### Wiring heat map

(6 px per micron) The die is cut into 11 by 11 equal tiles; dark blue is low, red is high, scaled to the fullest tile. Values are wire area over tile area, all layers added.
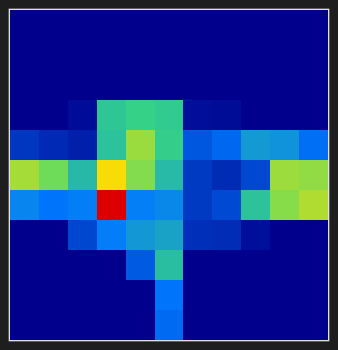
### Metal 2

(8 px per micron)
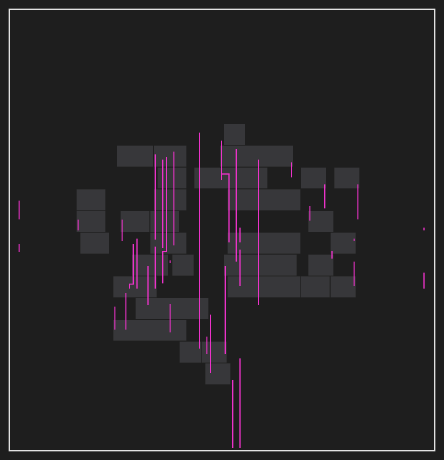
File: src/rtl/demux_pkg.sv
// Shared types and sizes for the 1-to-8 demultiplexer.
// Lane count, select width and the lane/select vector types.
package demux_pkg;

  localparam int DEMUX_N = 8;
  localparam int SEL_W   = $clog2(DEMUX_N);

  typedef logic [SEL_W-1:0]   sel_t;
  typedef logic [DEMUX_N-1:0] lanes_t;

endpackage

File: src/rtl/decoder_3to8.sv
// Combinational 3-to-8 decoder with enable; output is one-hot or zero.
// Ports: en (enable), sel (lane index), onehot (decoded lanes).
import demux_pkg::*;

module decoder_3to8 (
  input  logic   en,
  input  sel_t   sel,
  output lanes_t onehot
);

  // if() on an X/Z condition takes the false path, so unknown
  // en or sel leaves the lanes at zero in simulation.
  always_comb begin
    onehot = '0;
    if (en) begin
      for (int i = 0; i < DEMUX_N; i++) begin
        if (sel == sel_t'(i)) onehot[i] = 1'b1;
      end
    end
  end

endmodule

File: src/rtl/demux_1to8.sv
// 1-to-8 demux: D is routed to lane sel of Y, all other lanes low.
// Ports: clk, rst_n (async, active-low), D, sel, Y[7:0].
import demux_pkg::*;

module demux_1to8 #(
  parameter bit     OUT_REG = 1'b1,
  parameter lanes_t RST_VAL = 8'h00
) (
  input  logic   clk,
  input  logic   rst_n,
  input  logic   D,
  input  sel_t   sel,
  output lanes_t Y
);

  lanes_t y_next;

  decoder_3to8 u_dec (
    .en     (D),
    .sel    (sel),
    .onehot (y_next)
  );

  generate
    if (OUT_REG) begin : g_reg
      lanes_t y_q;

      always_ff @(posedge clk or negedge rst_n) begin
        if (!rst_n) y_q <= RST_VAL;
        else        y_q <= y_next;
      end

      assign Y = y_q;

`ifndef SYNTHESIS
      a_rst_clear: assert property (
        @(negedge clk) !rst_n |-> (Y == RST_VAL)
      );
`endif
    end else begin : g_comb
      assign Y = y_next;
    end
  endgenerate

`ifndef SYNTHESIS
  a_onehot0: assert property (
    @(posedge clk) $onehot0(Y)
  );
`endif

endmodule

File: config.mk
export PLATFORM = sky130hd
export DESIGN_NAME = demux_1to8
export DESIGN_NICKNAME = d
export VERILOG_FILES = /design/src/rtl/demux_pkg.sv /design/src/rtl/decoder_3to8.sv /design/src/rtl/demux_1to8.sv
export SDC_FILE = /design/constraint.sdc
export NUM_CORES = 1
export LEC_CHECK = 0
export CORE_AREA = 8 8 45 47
export DETAILED_ROUTE_END_ITERATION = 10
export DIE_AREA = 0 0 53 55
export SYNTH_ARGS = -nofsm -noshare
export SYNTH_HDL_FRONTEND = slang
export SYNTH_HIERARCHICAL = 1
export SYNTH_SLANG_ARGS = --single-unit
File: constraint.sdc
create_clock -name clk -period 1.3 [get_ports clk]
set_clock_uncertainty 0.05 [all_clocks]
set_input_delay 0.26 -clock clk [delete_from_list [all_inputs] [get_ports clk]]
set_output_delay 0.26 -clock clk [all_outputs]
set_load 0.01 [all_outputs]
==> results_slide.txt <==
Key Metrics from the Run

Floorplanning
  • Die Width: 53 microns
  • Die area: 0.00292 sq mm
  • Die height: 55 microns

Run
  • Log Warnings: 26

Synthesis
  • FA/HA/MAJ Cells, Area Fraction: 0%
  • Yosys stat area: 295 sq um
  • FFs w/ async S/R, synth: 100%
  • Post-synth EDFFs: 0
  • Synth area leader: dfrtp_1
  • Cell count after synthesis: 16
  • Syn Area/Cell: 18.5 sq um
  • Yosys simple share: 32.2%
  • Ys Warns: 6
  • Top cells by area: dfrtp_1 (68%), and4bb_1 (8.5%), and4b_2 (7.6%)

Worst setup path
  • Crit Path Max Fanout: 1
  • Kind of end point of the critical path: output pin
  • Top delay family on crit path: flip-flops
  • Worst Path Buf+Inv: 1
  • Worst Setup Start Kind: flop
  • Data required, critical path: 0.99 ns

STA
  • Highest clock rate: 841 MHz
  • Final worst path period share: 91.5%
  • Fin. Hold Viols: 0
  • Fin crit period: 1.19 ns

Power and ir drop
  • Maximum vdd drop: 0.000358 V
  • Power Total: 0.000485 W

Clocking
  • Clk sinks: 8
  • CTS buffer count: 3
  • H-tree levels: 1
  • Clock Tree Root: clkbuf_4

Final layout
  • Nets: 40
  • Cell Count, Final, Fillers Out: 48

Drt
  • DR iter-0 viols: 1

Placement
  • Post-Place Cells: 45

Status
  • Status: finished clean
## Picture notes: 'Wiring heat map'
fullest tile = 0.25
emptiest ninth of the die = north-east
nearly empty tiles = 59%
tiles over half the peak = 8.3%
mean over tiles = 0.033

## Picture notes: 'Metal 2'
wire length on this layer = 224 microns
longest straight run = 26.9 microns
share of all routed wire = 41%
nets with wire on the layer = 31

## cells in the final DEF (no fill, tap or decap)
master,Yosys,final
and4bb_2,1,1
and4b_1,1,1
dlygate4sd2_1,0,8
clkdlybuf4s50_1,0,5
and4b_2,2,2
and4bb_1,2,2
clkbuf_4,0,3
nor4b_2,1,1
and4_2,1,1
dfrtp_1,8,8
## kinds of logic after synthesis
| kind of cell | Yosys count |
|---|---|
| and+or+nand+nor | 8 |
| DFF | 8 |
## per-stage QoR
step,setup slack (ns),utilization (%)
floorplan,0.614,-
global placement,0.0544,32.2
detailed placement,0.0195,32.2
CTS,0.0925,33.1
global route,0.0724,33.1
finish,0.110,33.1
## metal layers
layer	global-route usage, %	up-vias	share of wire (%)
met1	4.02	86	42
met3	3.74	0	18
met5	0	-	0
met2	6.64	12	41
li1	-	96	-
met4	5.17	0	0
## layout make-up
cell class              count  area [sq um]
well taps                  16          20.0
repair buffers             13           120
multi-input cells           8          95.1
fillers                   130           926
flip-flops and latches      8           200
clock buffers               3          22.5
## report_power, final
part | switching, W | total, W | internal, W
combinational | 0.0000217 | 0.0000490 | 0.0000274
clock | 0.0000745 | 0.000179 | 0.000105
sequential | 0.00000120 | 0.000257 | 0.000256
## path summary, 6_finish.rpt
path / start / endpoint / cells past startpoint / slack, ns
max in group asynchronous: rst_n / Y[5] / 1 / 0.73
setup / recovery: Y[0] / Y[0] / 1 / 0.11
hold / removal: rst_n / Y[4] / 1 / 0.22
min in group clk: sel[0] / Y[0] / 2 / 0.65
## timing repair
action                                  CTS  global route
hold buffers                              0             0
endpoints found under the setup margin    8             0
gates resized                             8             0
buffers inserted                          0             0
Power is estimated from default activity; no workload was simulated.
